## src/rtl/cpu_step_controller.sv

```systemverilog
// cpu_step_controller: paces the single-cycle CPU by issuing a one-cycle
// execute strobe (cpu_en). Supports free-run at a programmable tick rate,
// debounced single-step from a push button, and halt-on-breakpoint against
// the CPU's current ReadAddress. Also counts retired instructions.
//
// Strobe semantics: cpu_en is a registered, self-timed strobe with no
// back-pressure. Each cycle it is high the CPU executes exactly one
// instruction, and instr_count advances by one at the end of that cycle.
module cpu_step_controller #(
   parameter int DIV_WIDTH       = 26,
   parameter int DIV_DEFAULT     = 25000000,
   parameter int DEBOUNCE_CYCLES = 500000,
   parameter int ADDR_WIDTH      = 8
) (
   input  logic                  clk50,
   input  logic                  reset,
   input  logic                  run_sw,
   input  logic                  step_btn,
   input  logic                  bp_en,
   input  logic [ADDR_WIDTH-1:0] bp_addr,
   input  logic                  div_load,
   input  logic [DIV_WIDTH-1:0]  div_value,
   input  logic [ADDR_WIDTH-1:0] ReadAddress,
   output logic                  cpu_en,
   output logic                  cpu_halted,
   output logic [1:0]            state,
   output logic [15:0]           instr_count
);

   typedef enum logic [1:0] {
      S_IDLE  = 2'b00,
      S_RUN   = 2'b01,
      S_STEP  = 2'b10,
      S_BREAK = 2'b11
   } state_t;

   localparam int                   DB_W    = $clog2(DEBOUNCE_CYCLES + 1);
   localparam logic [DB_W-1:0]      DB_LAST = DB_W'(DEBOUNCE_CYCLES - 1);
   // A zero divider is meaningless, so it is stored as 1 (strobe every cycle).
   localparam logic [DIV_WIDTH-1:0] DIV_RST = (DIV_DEFAULT == 0) ? DIV_WIDTH'(1)
                                                                 : DIV_WIDTH'(DIV_DEFAULT);

   state_t                 state_q, state_d;
   logic                   cpu_en_d;
   logic                   sync1_q, sync2_q;
   logic                   db_level_q, db_prev_q;
   logic [DB_W-1:0]        db_cnt_q;
   logic                   step_pulse_q;
   logic [DIV_WIDTH-1:0]   div_reg_q;
   logic [DIV_WIDTH-1:0]   div_cnt_q;
   logic                   tick;
   logic                   bp_hit;

   assign state      = state_q;
   assign cpu_halted = (state_q == S_BREAK);

   // Tick fires on the last count of the period; a load cycle restarts the period.
   assign tick   = (state_q == S_RUN) && !div_load &&
                   (div_cnt_q == (div_reg_q - DIV_WIDTH'(1)));
   assign bp_hit = bp_en && (ReadAddress == bp_addr);

   // Two-flop synchroniser for the raw push button.
   always_ff @(posedge clk50 or negedge reset) begin
      if (!reset) begin
         sync1_q <= 1'b0;
         sync2_q <= 1'b0;
      end else begin
         sync1_q <= step_btn;
         sync2_q <= sync1_q;
      end
   end

   // Debounce: the synced level must differ for DEBOUNCE_CYCLES straight cycles.
   always_ff @(posedge clk50 or negedge reset) begin
      if (!reset) begin
         db_level_q <= 1'b0;
         db_cnt_q   <= '0;
      end else if (sync2_q == db_level_q) begin
         db_cnt_q <= '0;
      end else if (db_cnt_q == DB_LAST) begin
         db_level_q <= sync2_q;
         db_cnt_q   <= '0;
      end else begin
         db_cnt_q <= db_cnt_q + DB_W'(1);
      end
   end

   // Registered one-cycle pulse on each rising edge of the debounced level.
   always_ff @(posedge clk50 or negedge reset) begin
      if (!reset) begin
         db_prev_q    <= 1'b0;
         step_pulse_q <= 1'b0;
      end else begin
         db_prev_q    <= db_level_q;
         step_pulse_q <= db_level_q & ~db_prev_q;
      end
   end

   // Divider register and tick counter; the counter only runs in RUN.
   always_ff @(posedge clk50 or negedge reset) begin
      if (!reset) begin
         div_reg_q <= DIV_RST;
         div_cnt_q <= '0;
      end else if (div_load) begin
         div_reg_q <= (div_value == '0) ? DIV_WIDTH'(1) : div_value;
         div_cnt_q <= '0;
      end else if ((state_q != S_RUN) || tick) begin
         div_cnt_q <= '0;
      end else begin
         div_cnt_q <= div_cnt_q + DIV_WIDTH'(1);
      end
   end

   // State register; cpu_en is registered from the same decision as the next state.
   always_ff @(posedge clk50 or negedge reset) begin
      if (!reset) begin
         state_q <= S_IDLE;
         cpu_en  <= 1'b0;
      end else begin
         state_q <= state_d;
         cpu_en  <= cpu_en_d;
      end
   end

   // Next-state and strobe decision.
   always_comb begin
      state_d  = state_q;
      cpu_en_d = 1'b0;
      unique case (state_q)
         S_IDLE: begin
            // run_sw wins over a coincident step press, which is dropped.
            if (run_sw) begin
               state_d = S_RUN;
            end else if (step_pulse_q) begin
               state_d  = S_STEP;
               cpu_en_d = 1'b1;
            end
         end
         S_RUN: begin
            if (!run_sw) begin
               state_d = S_IDLE;
            end else if (tick) begin
               // Halting before the strobe leaves the breakpoint instruction unexecuted.
               if (bp_hit) begin
                  state_d = S_BREAK;
               end else begin
                  cpu_en_d = 1'b1;
               end
            end
         end
         S_STEP: begin
            state_d = S_IDLE;
         end
         S_BREAK: begin
            if (step_pulse_q) begin
               state_d  = S_STEP;
               cpu_en_d = 1'b1;
            end else if (!run_sw) begin
               state_d = S_IDLE;
            end
         end
         default: begin
            state_d = S_IDLE;
         end
      endcase
   end

   // Retired-instruction counter; wraps naturally at 16 bits.
   always_ff @(posedge clk50 or negedge reset) begin
      if (!reset) begin
         instr_count <= 16'h0000;
      end else if (cpu_en) begin
         instr_count <= instr_count + 16'd1;
      end
   end

endmodule

```

## config.mk

```make
export PLATFORM = sky130hd
export DESIGN_NAME = cpu_step_controller
export DESIGN_NICKNAME = d
export VERILOG_FILES = /design/src/rtl/cpu_step_controller.sv
export SDC_FILE = /design/constraint.sdc
export NUM_CORES = 1
export LEC_CHECK = 0
export CORE_UTILIZATION = 41
export CTS_CLUSTER_DIAMETER = 150
export DETAILED_ROUTE_END_ITERATION = 10
export GPL_ROUTABILITY_DRIVEN = 0
export HOLD_SLACK_MARGIN = 0.08
export PLACE_DENSITY_LB_ADDON = 0.25
export SYNTH_ARGS = -nofsm -noshare
export SYNTH_HDL_FRONTEND = slang
export SYNTH_SLANG_ARGS = --single-unit
```

## constraint.sdc

```tcl
create_clock -name clk50 -period 6.95 [get_ports clk50]
set_clock_uncertainty 0.2 [all_clocks]
set_input_delay 1.39 -clock clk50 [delete_from_list [all_inputs] [get_ports clk50]]
set_output_delay 1.39 -clock clk50 [all_outputs]
set_load 0.02 [all_outputs]
```

**Run 1: congestion heat map**

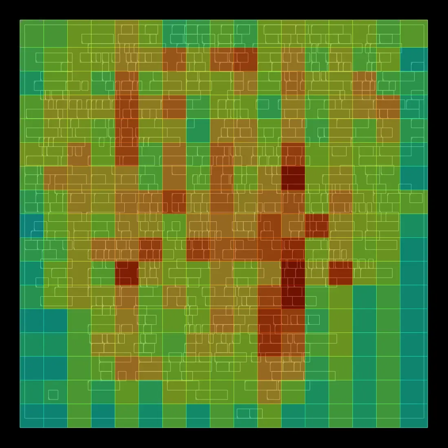
fraction of met3 tracks used by global routing: 3.23%
share of the core filled with cells: 49.7%

**Run 1: sequential cells grouped by signal name**

Scale: 2 px per um. Other sequential cells in the stronger gray, the rest of the logic in the fainter gray.
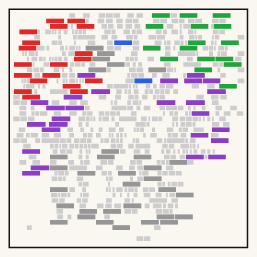
div_reg_q -> purple  # sequential cells 26
state -> blue  # sequential cells 2
instr_count -> green  # sequential cells 16, where upper right
db_cnt_q -> red  # sequential cells 19, where upper left
area taken by flip-flops and latches: 2390 sq um
P_seq: 0.000608 W
flop share of the area: 36.3%

==> flow_summary.ini, run 1 <==
; synthesis and place-and-route metrics
[logic_synthesis]
enable_flop_cells = 0
synth_xor_xnor_area_share_pct = 14.7
synth_nets = 599
synth_dominant_cell_count = dfrtp_1
yosys.area.top_type_share_pct = 37.4
cell_taking_the_most_area_after_synthesis = dfrtp_1

[final_layout]
lay_top_cells = dfrtp_1 (83), clkdlybuf4s50_1 (66), xor2_1 (50), xnor2_1 (43), nor2_1 (39)
buf_share_pct = 10.5
n_multi_input_combinational_cell = 412
largestClassByArea = logic gates

[detailed_routing]
drt-wirelength-per-cell_um = 15.8
top_signal_layer_used = met4
drtIter0Drc = 285
number_of_drc_violations_after_detailed_routing = 0
antenna_left = 0

[die]
design.core.area_sq_um = 13200

[global_routing]
globalRouteMet1Util_pct = 25.3
grt_first_pass_wirelength_mm = 20.8
use_met2_pct = 30.0

[final_timing]
finalCritPeriodShare_pct = 64.5
rsz0062_at_grt = no
setup_violators_final = 0
hold_viol = 0

[clock_tree]
tritoncts.num_buffers = 9
cts.sinks = 95

[worst_setup_path]
crit_path_top_delay_cell = or3b_2
critical_path.startpoint = div_load
critical_path.endpoint_type = register
timing.reg2reg.setup_slack_ns = 3.27
timing.critical_path.max_delay_family = simple AND/OR/NAND/NOR gates
critical-path-top-cell-by-count = buf_4

[place]
placedCellCount = 764

[status]
outcome = finished, final reports clean

[power]
p_leak_nw = 2.61
cell_area_power_density_nw_per_um2 = 185
totalPowerFinal_w = 0.00122
peakVddDrop_uv = 140

[worst_hold_path]
min_delay_worst_endpoint = sync2_q
**Run 1: zoomed window**

Region (47, 23) to (72, 48) um. Cells in gray, sequential cells in the stronger gray; small squares are vias.
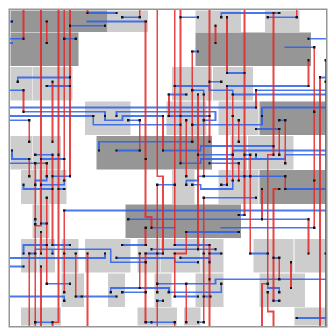
metal 2 -> red
metal 1 -> blue
most frequent = dfrtp_1 (7), nand2_1 (6), xor2_1 (6)
cells with their middle in the window = 42
sequential cells in the window = 7
netlist names of flops here include = div_cnt_q (7)

**Run 1: selected gate families**

Scale: 2 px per um.
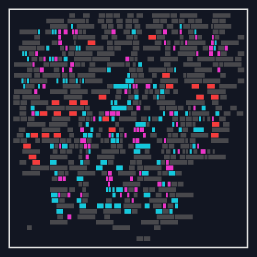
nand cells -> magenta  # cells 88, most used nand2_1
nor cells -> cyan  # cells 108, most used nor2_1
mux cells -> red  # cells 25, most used mux2_2
count of non-filler cells in the finished layout: 780
most frequent logic cell in the layout: dfrtp_1
combinational fraction of the cell area: 45.0%

**Run 1: ports around the boundary**

Scale: 4 px per um. Pins as bars across the die edge, other pins in gray.
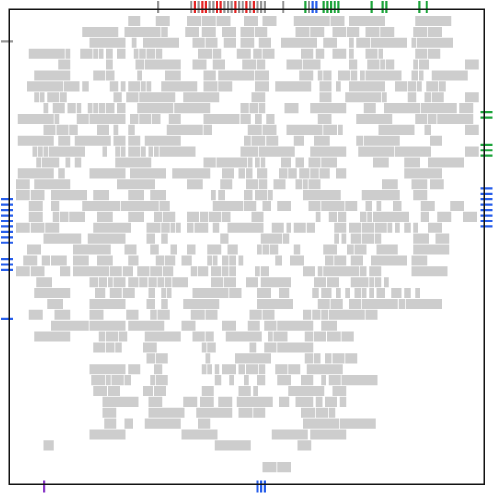

## Run 2: what changed since run 1
Clock period 6.95 ns to 4.25 ns, I/O delays scaled along.
**Run 2: ports around the boundary**

Scale: 4 px per um. Pins as bars across the die edge, other pins in gray.
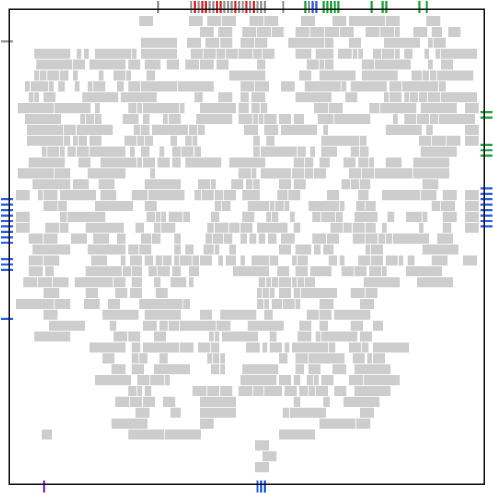
div_value -> blue  # pins 26, direction input, edge 13 left, 8 right, 3 bottom, 2 top
bp_addr -> red  # pins 8, direction input, edge top
instr_count -> green  # pins 16, direction output, edge 11 top, 5 right
reset -> purple  # pins 1, direction input, edge bottom
Die Span Y: 118 um
x dimension of the die: 118 um

**Run 2: sequential cells grouped by signal name**

Scale: 2 px per um. Other sequential cells in the stronger gray, the rest of the logic in the fainter gray.
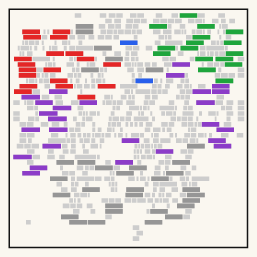
instr_count -> green  # sequential cells 16, where upper right
db_cnt_q -> red  # sequential cells 19, where upper left
state -> blue  # sequential cells 2
div_reg_q -> purple  # sequential cells 26
not colored = 32
P_seq: 0.000996 W
flop share of the area: 36.1%
share of the core filled with cells: 50.0%

==> run 2 against run 1 <==
Critical path depth fell by 1. Clock-buffer cell count did not move. Wire length rose by 1.0%. Area after synthesis did not move. Clock power rose by 77%. Largest cell class unchanged.
==> flow_summary.ini, run 2 <==
; synthesis and place-and-route metrics
[status]
outcome = finished, final reports clean

[final_layout]
buf_share_pct = 10.8
largestClassByArea = logic gates
lay_top_cells = dfrtp_1 (83), clkdlybuf4s50_1 (66), xor2_1 (50), xnor2_1 (43), nor2_1 (39)
comb_area_share_pct = 44.7
lay_top_count = dfrtp_1

[detailed_routing]
antenna_left = 0
drtIter0Drc = 186

[power]
p_leak_nw = 2.64
totalPowerFinal_w = 0.00205
peakVddDrop_uv = 299

[global_routing]
use_met2_pct = 31.1
grtUsageMet3_pct = 5.74
grt_first_pass_wirelength_mm = 21.3

[worst_setup_path]
timing.reg2reg.setup_slack_ns = 0.73
critical_path.endpoint_type = register
critical_path.startpoint = div_reg_q[0]

[final_timing]
rsz0062_at_grt = no
finalCritPeriodShare_pct = 82.8

[clock_tree]
cts.sinks = 95
tritoncts.num_buffers = 9

[logic_synthesis]
synth_xor_xnor_area_share_pct = 14.7
cell_taking_the_most_area_after_synthesis = dfrtp_1

[worst_hold_path]
min_delay_worst_endpoint = sync2_q

[place]
placedCellCount = 767
Power figures rest on the tool's default switching activity, not on a simulated workload.
